==> src/rtl/mod_bcd_cnt.sv <==
// Modulo-MODULUS two-digit BCD counter with load, clear, carry output and load-error flag.
// Define MOD_BCD_CNT_DOWN_EN to add the DN port and down counting with borrow on CA.
module mod_bcd_cnt #(
  parameter int MODULUS = 60,
  parameter int QHW     = 3
) (
  input  logic           CLK,
  input  logic           RST_N,
  input  logic           CLR,
  input  logic           EN,
  input  logic           LD,
`ifdef MOD_BCD_CNT_DOWN_EN
  input  logic           DN,
`endif
  input  logic [QHW-1:0] DH,
  input  logic [3:0]     DL,
  output logic [QHW-1:0] QH,
  output logic [3:0]     QL,
  output logic           CA,
  output logic           LDERR
);

  localparam int             T      = MODULUS - 1;
  localparam logic [QHW-1:0] TH     = QHW'(T / 10);
  localparam logic [3:0]     TL     = 4'(T % 10);
  localparam logic [QHW-1:0] QH_ONE = QHW'(1'b1);
  localparam logic [QHW-1:0] QH_ZRO = QHW'(1'b0);

  // True when h:l is a legal BCD value within 0..T.
  function automatic logic bcd_in_range(input logic [QHW-1:0] h, input logic [3:0] l);
    return (l <= 4'd9) && ((h < TH) || ((h == TH) && (l <= TL)));
  endfunction

  logic [QHW-1:0] q_h_r, q_h_nxt_s;
  logic [3:0]     q_l_r, q_l_nxt_s;
  logic           lderr_r, lderr_nxt_s;
  logic           dn_s, at_top_s, at_zero_s, ld_ok_s, state_ok_s, ca_s;

`ifdef MOD_BCD_CNT_DOWN_EN
  assign dn_s = DN;
`else
  assign dn_s = 1'b0;
`endif

  assign at_top_s   = (q_h_r == TH) && (q_l_r == TL);
  assign at_zero_s  = (q_h_r == QH_ZRO) && (q_l_r == 4'd0);
  assign ld_ok_s    = bcd_in_range(DH, DL);
  assign state_ok_s = bcd_in_range(q_h_r, q_l_r);

  // Next-state selection: CLR, then LD, then EN; an out-of-range state recovers to zero.
  always_comb begin
    q_h_nxt_s   = q_h_r;
    q_l_nxt_s   = q_l_r;
    lderr_nxt_s = 1'b0;
    if (CLR) begin
      q_h_nxt_s = QH_ZRO;
      q_l_nxt_s = 4'd0;
    end else if (LD) begin
      if (ld_ok_s) begin
        q_h_nxt_s = DH;
        q_l_nxt_s = DL;
      end else begin
        lderr_nxt_s = 1'b1;
      end
    end else if (!state_ok_s) begin
      q_h_nxt_s = QH_ZRO;
      q_l_nxt_s = 4'd0;
    end else if (EN) begin
      if (dn_s) begin
        if (at_zero_s) begin
          q_h_nxt_s = TH;
          q_l_nxt_s = TL;
        end else if (q_l_r == 4'd0) begin
          q_h_nxt_s = q_h_r - QH_ONE;
          q_l_nxt_s = 4'd9;
        end else begin
          q_l_nxt_s = q_l_r - 4'd1;
        end
      end else begin
        if (at_top_s) begin
          q_h_nxt_s = QH_ZRO;
          q_l_nxt_s = 4'd0;
        end else if (q_l_r == 4'd9) begin
          q_h_nxt_s = q_h_r + QH_ONE;
          q_l_nxt_s = 4'd0;
        end else begin
          q_l_nxt_s = q_l_r + 4'd1;
        end
      end
    end else begin
      q_h_nxt_s = q_h_r;
      q_l_nxt_s = q_l_r;
    end
  end

  // Carry/borrow for cascading: only on a plain enabled step at the wrap point.
  always_comb begin
    ca_s = 1'b0;
    if (RST_N && EN && !CLR && !LD) begin
      ca_s = dn_s ? at_zero_s : at_top_s;
    end else begin
      ca_s = 1'b0;
    end
  end

  // Count and load-error registers with synchronous active-low reset.
  always_ff @(posedge CLK) begin
    if (!RST_N) begin
      q_h_r   <= QH_ZRO;
      q_l_r   <= 4'd0;
      lderr_r <= 1'b0;
    end else begin
      q_h_r   <= q_h_nxt_s;
      q_l_r   <= q_l_nxt_s;
      lderr_r <= lderr_nxt_s;
    end
  end

  assign QH    = q_h_r;
  assign QL    = q_l_r;
  assign LDERR = lderr_r;
  assign CA    = ca_s;

endmodule

==> config.mk <==
export PLATFORM = sky130hd
export DESIGN_NAME = mod_bcd_cnt
export DESIGN_NICKNAME = d
export VERILOG_FILES = /design/src/rtl/mod_bcd_cnt.sv
export SDC_FILE = /design/constraint.sdc
export NUM_CORES = 1
export LEC_CHECK = 0
export CAP_MARGIN = 5
export CORE_AREA = 3 3 40 42
export DETAILED_ROUTE_END_ITERATION = 8
export DIE_AREA = 0 0 43 45
export GPL_TIMING_DRIVEN = 0
export PLACE_DENSITY = 0.84
export SLEW_MARGIN = 20
export SYNTH_ARGS = -nofsm -noshare
export SYNTH_HDL_FRONTEND = slang
export SYNTH_SLANG_ARGS = --single-unit
==> constraint.sdc <==
create_clock -name CLK -period 5.25 [get_ports CLK]
set_clock_uncertainty 0.05 [all_clocks]
set_input_delay 0.525 -clock CLK [delete_from_list [all_inputs] [get_ports CLK]]
set_output_delay 0.525 -clock CLK [all_outputs]
set_load 0.005 [all_outputs]
==> results.cfg, run 1 <==
; physical design summary
[logic_synthesis]
synthTopCellsByCount = 8 x dfxtp_1, 6 x nand2_1, 5 x o21ai_0
top_cell_area_share = 0.275
synthArstFlopShare = 0
avgSynthCellArea_sq_um = 8.82
postSynthCellCount = 66
yosysMostFrequentCell = dfxtp_1
yosysCellCount = 66
top_cells_by_area = dfxtp_1 28%, a31oi_4 7.3%, ha_1 4.3%, o21ai_0 4.3%, buf_6 3.9%
syn-cell-area_sq_um = 582

[layout]
lay_top_count = clkdlybuf4s50_1
area_delta_synth_final_pct = 41.5

[detailed_routing]
drtIter0Drc = 8
drc = 0

[power]
power_density_nw_per_um2 = 190
power_uw = 157
power_frac_comb = 0.267
power_switching_uw = 43.5

[critical_path]
critPathMaxFanout = 5
cp-end-kind = output port
crit_type = input pin to output port
crit_arrival_ns = 2.38

[floorplan]
rows = 13
io_pins = 21
chipArea_sq_um = 1940
initCoreUtil = 0.453

[place]
port_buffers = 20
placed_area_sq_um = 801
place_hpwl_mm = 1.03

[global_routing]
grt_antenna_before_repair = 0
grt_pass1_vias = 535
grt_pass1_wl_mm = 2.39

[final_timing]
period_minus_slack_ns = 2.95
fin_crit_sh = 0.562
drv_slew = 0
slew_headroom = 0.664
setup_tns_ns = 0
rsz0062_at_grt = no

[clock_network]
post_cts_buffers = 0
holdBufCountCts = 0
tritoncts = yes
cts_resized = 0

[run_status]
status = complete, no violations

[run]
warnings = 27
-- run 1: kinds of logic (layout without fill, tap and decap cells) --
group | count (synthesis) | count (layout) | share of synthesized area
buffers and inverters | 6 | 29 | 0.0710
AND-OR/OR-AND | 26 | 26 | 0.387
AND/OR/NAND/NOR | 23 | 23 | 0.209
adder cells (fa/ha/maj) | 2 | 2 | 0.0430
flip-flops | 8 | 8 | 0.275
XOR/XNOR | 1 | 1 | 0.0151
-- run 1: final timing paths --
kind	start	endpoint	slack (ns)	cells past startpoint
worst max-delay path	RST_N	CA	2.30	5
worst min-delay path	QH[1]$_SDFFE_PP0P_	QH[1]$_SDFFE_PP0P_	0.55	1
worst max register to register	QH[1]$_SDFFE_PP0P_	QH[2]$_SDFFE_PP0P_	3.33	7
worst min register to register	QH[1]$_SDFFE_PP0P_	QH[1]$_SDFFE_PP0P_	0.55	1
-- run 1: layout make-up --
type                            count  area share
Multi-Input combinational cell     52       0.462
Timing Repair Buffer               20       0.243
Sequential cell                     8       0.195
Buffer                              3      0.0365
Clock buffer                        3      0.0274
Tap cell                           15      0.0228
Inverter                            3      0.0137
-- run 1: registers in the layout, summed over array words and instances (netlist names) --
name and count:
LDERR 1, QH 3, QL 4
-- run 1: through the flow --
stage / cells / utilization / hold slack (ns)
global route: 104 / 0.641 / 0.567
CTS: 104 / 0.641 / 0.545
detailed placement: 101 / 0.623 / 0.522
finish: 104 / 0.641 / 0.550
global placement: 101 / 0.623 / 0.523
floorplan: 66 / - / 0.512
-- run 1: critical path, cell delays in order --
cell             delay (ns)
clkdlybuf4s50_1        0.47
or2b_1                 0.31
or4_1                  0.41
nor3_1                 0.14
clkdlybuf4s50_1        0.53
-- run 1: metal layers --
layer	track usage	share of wire
met5	0	0
met2	0.249	0.45
met4	0.0482	0
met3	0.0717	0.077
met1	0.212	0.47
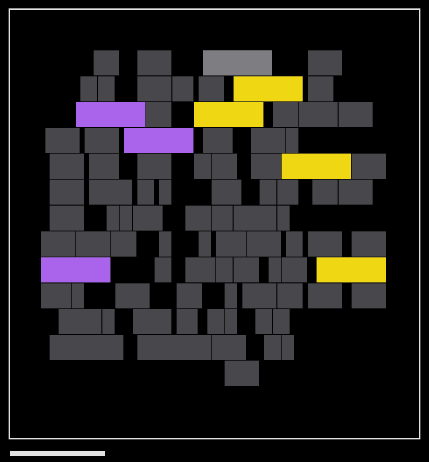
Fig. 1. Register map, names as in the netlist (run 1).
Bar = 10 um. Other sequential cells in the stronger gray, the rest of the logic in the fainter gray.
netlist name	color	flops
`QH`	purple	3
`QL`	yellow	4
not colored	1
Flop+latch power: 66.4 uW
Core Util, Final: 0.641
FF+latch area: 160 sq um
flop share of the area: 0.195

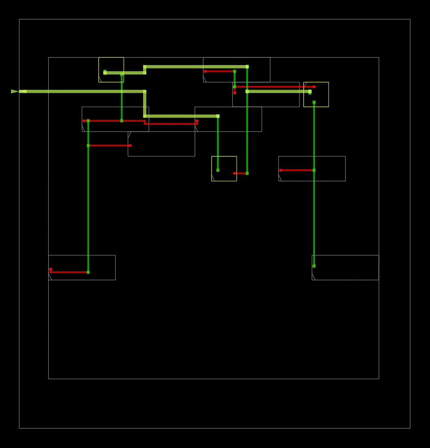
Fig. 2. Clock wiring as the flow saved it (run 1).
total CTS buffers: 3
flip-flops: 8
clk latency late pin: 0.26 ns
clock buffer count: 3
CTS Sinks: 8

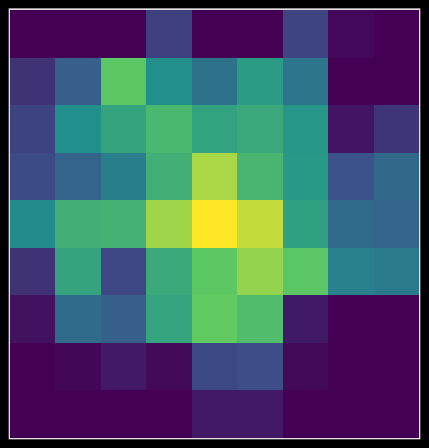
Fig. 3. Routed metal per tile (run 1).
9 x 9 tiles, from dark purple (low) to yellow (high), scaled to the fullest tile. Values are wire area over tile area, all layers added.
mean over tiles	0.12
tiles over half the peak	31%
nearly empty tiles	26%
total track usage: 0.164
DR vias: 580
drt total wl: 1.39 mm
post-DR wirelength/cell: 13.4 um

==> inputs of run 2 (changes only) <==
CORE_AREA = default   (was 3 3 40 42)
CORE_MARGIN = 3   (was default)
CORE_UTILIZATION = 42   (was default)
DIE_AREA = default   (was 0 0 43 45)
PLACE_DENSITY = 0.82   (was 0.84)
clock period = 2.96 ns   (was 5.25 ns; I/O delays follow)
==> run 2 against run 1 <==
  * Synthesized area is the same
  * Global-route usage grew 0.42 points
  * Via count grew 0.34%
  * Clock power grew 76%
  * Register-to-register slack lost 2.3 ns
  * Sequential share of layout area is essentially flat
  * Power grew 77%
  * Critical endpoint unchanged
  * Highest routed layer unchanged
==> results.cfg, run 2 <==
; physical design summary
[min_path]
min-delay-start = QH[1]$_SDFFE_PP0P_
holdPathStages = 1
whs_endpoint = QH[1]$_SDFFE_PP0P_

[power]
power_uw = 277
ir_worst_vdd_v = 0.000282
power_density_nw_per_um2 = 337
power.leakage_uw = 0.000316

[critical_path]
critPathBufInv = 2
cp-end-kind = output port
worst_r2r_endpoint = QH[2]$_SDFFE_PP0P_
crit_type = input pin to output port
rrSetupSlack_ns = 1.06
startpoint = RST_N
cp_top_family = buffers and inverters
slowest_stage = clkdlybuf4s50_1
cp_slowest_stage_delay_ns = 0.52
worstPathCellList = clkdlybuf4s50_1 -> or2b_1 -> or4_1 -> nor3_1 -> clkdlybuf4s50_1
critPathMaxFanout = 5
crit_cells = 5
cp_common_cell = clkdlybuf4s50_1
crit-reg2reg-launch = QH[1]$_SDFFE_PP0P_
crit_arrival_ns = 2.13
reg2reg_depth = 7

[final_timing]
rsz0062_at_grt = no
setup-violations-final = 0
period_minus_slack_ns = 2.48
hold_violations = 0
worst_slew_pin_slew_ns = 0.471
fin_hold_ws_ns = 0.541
fin_crit_sh = 0.837
layout_setup_ws_ns = 0.482
fmax_mhz = 404
drv_slew = 0
slew_headroom = 0.686
setup_tns_ns = 0

[logic_synthesis]
synth.net_count = 80
ys.flops = 8
yosysSeqAreaShare = 0.275
top_cell_area_share = 0.275
synthArstFlopShare = 0
avgSynthCellArea_sq_um = 8.82
synthTopCellsByCount = 8 x dfxtp_1, 6 x nand2_1, 5 x o21ai_0
yosysCellCount = 66
postSynthCellCount = 66
yosys_warnings = 0
syn-cell-area_sq_um = 582
top_cells_by_area = dfxtp_1 28%, a31oi_4 7.3%, ha_1 4.3%, o21ai_0 4.3%, buf_6 3.9%
yosysMostFrequentCell = dfxtp_1

[run_status]
status = complete, no violations

[run]
warnings = 27

[clock_network]
post_cts_buffers = 0
clock-sinks = 8
holdBufCountCts = 0
insertion_delay_ns = 0.26
tritoncts = yes
clk_pin_slew_ns = 0.06
clock-root-buffer = clkbuf_4
clk_path_buf_depth = 2
cts_resized = 0
cts_buffers = 3

[place]
place_hpwl_mm = 1.09
place_inst = 100
placed_area_sq_um = 800
port_buffers = 20

[global_routing]
grt_pass1_vias = 584
grt_use_total = 0.168
grt_overflow_total = 0
grt_pass1_wl_mm = 2.40
grt_antenna_before_repair = 0

[detailed_routing]
drtIter0Drc = 6
routed_wl_mm = 1.45
vias = 582
dr.pass1.iters = 4
post_drt_wl_per_cell_um = 14.0
drc = 0

[layout]
area_delta_synth_final_pct = 41.3
largest_reg_flops = 4
lay_top_count = clkdlybuf4s50_1
fin_nets = 105
fin_cells = 103
fill_cells = 106

[floorplan]
rows = 12
core_sq_um = 1200
die_w_um = 43.2
chipArea_sq_um = 1870
initCoreUtil = 0.484
io_pins = 21
[run 2: cell counts after synthesis]
No cell type changed its count.
[run 2: worst max-delay path by stage]
stage | to | slack, ns
after CTS | CA | 0.46
after floorplan | QH[2]$_SDFFE_PP0P_ | 1.25
after detailed placement | CA | 0.46
after global routing | CA | 0.34
final | CA | 0.48
after global placement | CA | 0.49
[run 2: where the power goes]
group          total (uW)  internal, uW  switching, uW
sequential            118           112           5.65
combinational        74.3          41.8           32.5
clock                85.1          46.5           38.6
[run 2: area by class of cell]
type	count	area [sq um]	share of cell area
well taps	14	17.5	0.0213
inverters	3	11.3	0.0137
clock buffers	3	22.5	0.0274
repair buffers	20	200	0.244
flip-flops and latches	8	160	0.195
multi-input cells	52	380	0.463
plain buffers	3	30.0	0.0365
[run 2: cell families (layout without fill, tap and decap cells)]
family,Yosys count,in the layout,share of synthesized area
XOR/XNOR,1,1,0.0151
AND-OR/OR-AND,26,26,0.387
adder cells (fa/ha/maj),2,2,0.0430
buffers and inverters,6,29,0.0710
flip-flops,8,8,0.275
AND/OR/NAND/NOR,23,23,0.209
[run 2: routing by layer]
metal,routed length (um),track usage,vias to the layer above
li1,-,-,297
met1,632,0.185,266
met2,711,0.298,19
met3,101,0.0805,0
met4,0,0.0181,0
met5,0,0,-
[run 2: worst reg2reg max path: stages, from the launching register on]
cell	delay, ns
dfxtp_1	0.39
inv_1	0.06
ha_1	0.19
inv_1	0.09
a31oi_4	0.14
a21oi_1	0.43
o21ai_0	0.16
a32o_1	0.28
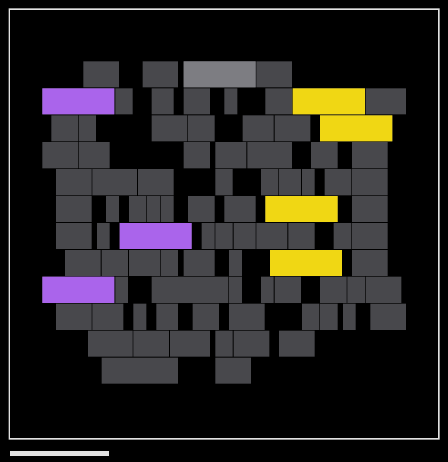
Fig. 4. Register map, names as in the netlist (run 2).
Bar = 10 um. Other sequential cells in the stronger gray, the rest of the logic in the fainter gray.
netlist name	color	flops
`QL`	yellow	4
`QH`	purple	3
Flop+latch power: 118 uW
Core Util, Final: 0.684

==> inputs of run 3 (changes only) <==
CORE_UTILIZATION = 38   (was 42)
PLACE_DENSITY = 0.78   (was 0.82)
clock period = 2.2 ns   (was 2.96 ns; I/O delays follow)
==> run 3 against run 2 <==
  * First-iteration DRC count increased by 130%
  * Non-clock buffer count unchanged
  * Worst hold slack improved by 0.0066 ns
  * Via count increased by 2.4%
  * Combinational power increased by 35%
  * Flip-flop count unchanged
  * Routed wire length decreased by 1.6%
  * Register-to-register slack got worse by 0.82 ns
  * Die area increased by 9.0%
  * Setup slack got worse by 0.29 ns
  * Synthesized cell count unchanged
  * Largest cell class unchanged
  * Highest routed layer is now met4
==> results.cfg, run 3 <==
; physical design summary
[critical_path]
critPathMaxFanout = 5
crit_arrival_ns = 1.74
crit_type = flip-flop to output port
slowest_stage = or4_4
worst_r2r_endpoint = QH[2]$_SDFFE_PP0P_
cp-end-kind = output port
reg2reg_depth = 7
crit_path_end = CA
cp_slowest_stage_delay_ns = 0.55
startpoint = QH[1]$_SDFFE_PP0P_

[final_timing]
fin_hold_ws_ns = 0.547
hold_violations = 0
layout_setup_ws_ns = 0.188
period_minus_slack_ns = 2.01
slew_headroom = 0.647
setup_tns_ns = 0
setup-violations-final = 0

[logic_synthesis]
synth_xor_xnor_area_share = 0.0151
syn-cell-area_sq_um = 582
top_cells_by_area = dfxtp_1 28%, a31oi_4 7.3%, ha_1 4.3%, o21ai_0 4.3%, buf_6 3.9%
yosysSeqAreaShare = 0.275
ys_top_logic_family = AND-OR/OR-AND gates
yosysMostFrequentCell = dfxtp_1
yosysCellCount = 66
synth-simple-area-share = 0.209
yosys_warnings = 0
top_cell_area_share = 0.275
synthTopCellsByCount = 8 x dfxtp_1, 6 x nand2_1, 5 x o21ai_0
synthArstFlopShare = 0
avgSynthCellArea_sq_um = 8.82
mux_share = 0

[layout]
inv_count = 3
clock_buffers = 3
fin_nets = 105
ff_count = 8
comb_area_sq_um = 389
fill_cells = 138
comb_area_share = 0.470
fin_cells = 104
lay_top_count = clkdlybuf4s50_1
dominant_cells = logic gates
n_all_buffers = 23
bufAreaShareNonClock = 0.272
clock_tree_area_fraction = 0.0272
largest_reg_flops = 4
final_util = 0.606

[clock_network]
clock-sinks = 8
insertion_delay_ns = 0.26
post_cts_buffers = 0
clock-root-buffer = clkbuf_4
tritoncts = yes
clk_path_buf_depth = 2
cts_resized = 2
clk_pin_slew_ns = 0.05
cts_buffers = 3
holdBufCountCts = 0

[floorplan]
taps = 15
chipArea_sq_um = 2040
die_w_um = 45.1
io_pins = 21
initCoreUtil = 0.426
core_sq_um = 1370
rows = 13

[run]
warnings = 27

[detailed_routing]
drc = 0
vias = 596
post_drt_wl_per_cell_um = 13.7
routed_wl_mm = 1.42
dr.pass1.iters = 4

[global_routing]
grt_pass1_wl_mm = 2.43
grt_antenna_before_repair = 0
grt_overflow_total = 0
grt_pass1_vias = 558

[run_status]
status = complete, no violations

[power]
ir_worst_vdd_v = 0.000338
power.leakage_uw = 0.000321
power_uw = 372
power_density_nw_per_um2 = 449

[place]
place_hpwl_mm = 1.04
port_buffers = 20
placed_area_sq_um = 801
==> run 3: cell types whose count changed in the layout (fill, tap and decap cells not counted), sizes merged <==
cell           delta
clkbuf            +1
clkdlybuf4s50     -1
==> run 3: how the worst min path moves through the flow <==
stage | from | end | slack (ns) | cells past startpoint
2_1_floorplan | DL[1] | QL[1]$_SDFFE_PP0P_ | 0.36 | 2
3_3_place_gp | QH[1]$_SDFFE_PP0P_ | QH[1]$_SDFFE_PP0P_ | 0.52 | 1
3_5_place_dp | QH[1]$_SDFFE_PP0P_ | QH[1]$_SDFFE_PP0P_ | 0.53 | 1
4_1_cts | QH[1]$_SDFFE_PP0P_ | QH[1]$_SDFFE_PP0P_ | 0.55 | 1
5_1_grt | DL[1] | QL[1]$_SDFFE_PP0P_ | 0.57 | 3
6_report | QH[1]$_SDFFE_PP0P_ | QH[1]$_SDFFE_PP0P_ | 0.55 | 1
==> run 3: logic make-up (layout without fill, tap and decap cells) <==
group / count (synthesis) / in the layout
buf+inv: 6 / 29
xor+xnor: 1 / 1
fa+ha+maj: 2 / 2
simple gates: 23 / 23
flops: 8 / 8
compound gates: 26 / 26
==> run 3: routing by layer <==
metal / global-route usage / vias up / routed length [um]
met3: 0.0598 / 4 / 103
met4: 0.0526 / 0 / 18
met5: 0 / - / 0
met1: 0.205 / 271 / 618
li1: - / 298 / -
met2: 0.263 / 23 / 682
==> run 3: report_power, final <==
group | switching (uW) | internal, uW
sequential | 7.59 | 151
clock | 50.6 | 62.5
combinational | 44.0 | 56.3
==> run 3: critical path: cells and delay by family (launching register included) <==
kind / cells / cell delay, ns
and+or+nand+nor: 3 / 0.77
adders and majority gates: 1 / 0.16
DFF: 1 / 0.34
buffers and inverters: 2 / 0.20
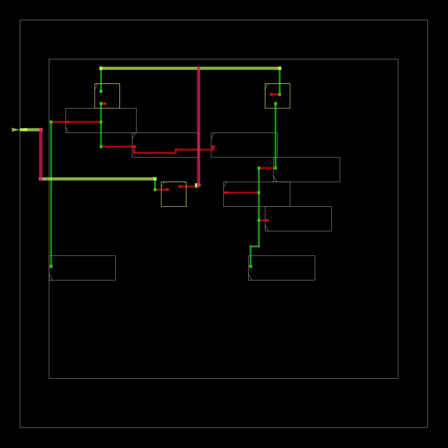
Fig. 5. Clock wiring as the flow saved it (run 3).
Clock group: 113 uW


==> gallery <==
Metal layers overlaid.
Only two layers are drawn.
image #1
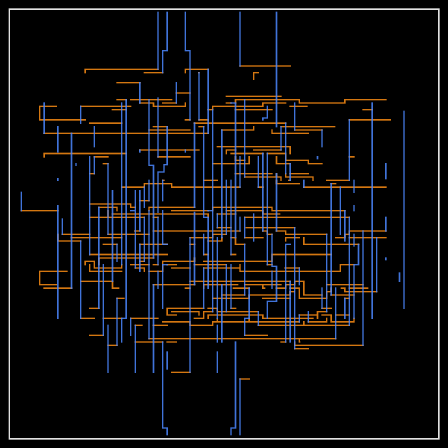
image #2
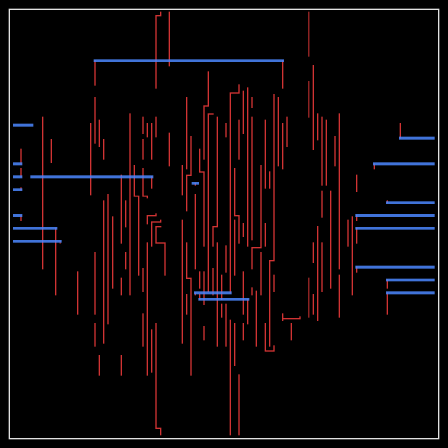
image #3
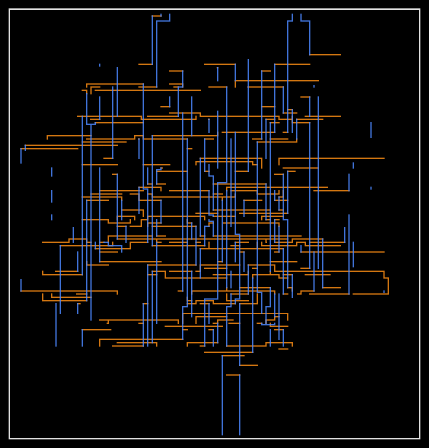
run 2: image #1
run 1: image #3
run 3: image #2

Key to image #2:
layer	color	wire length
metal 2	red	682 um
metal 3	blue	104 um

Power and IR drop assume default switching activity.
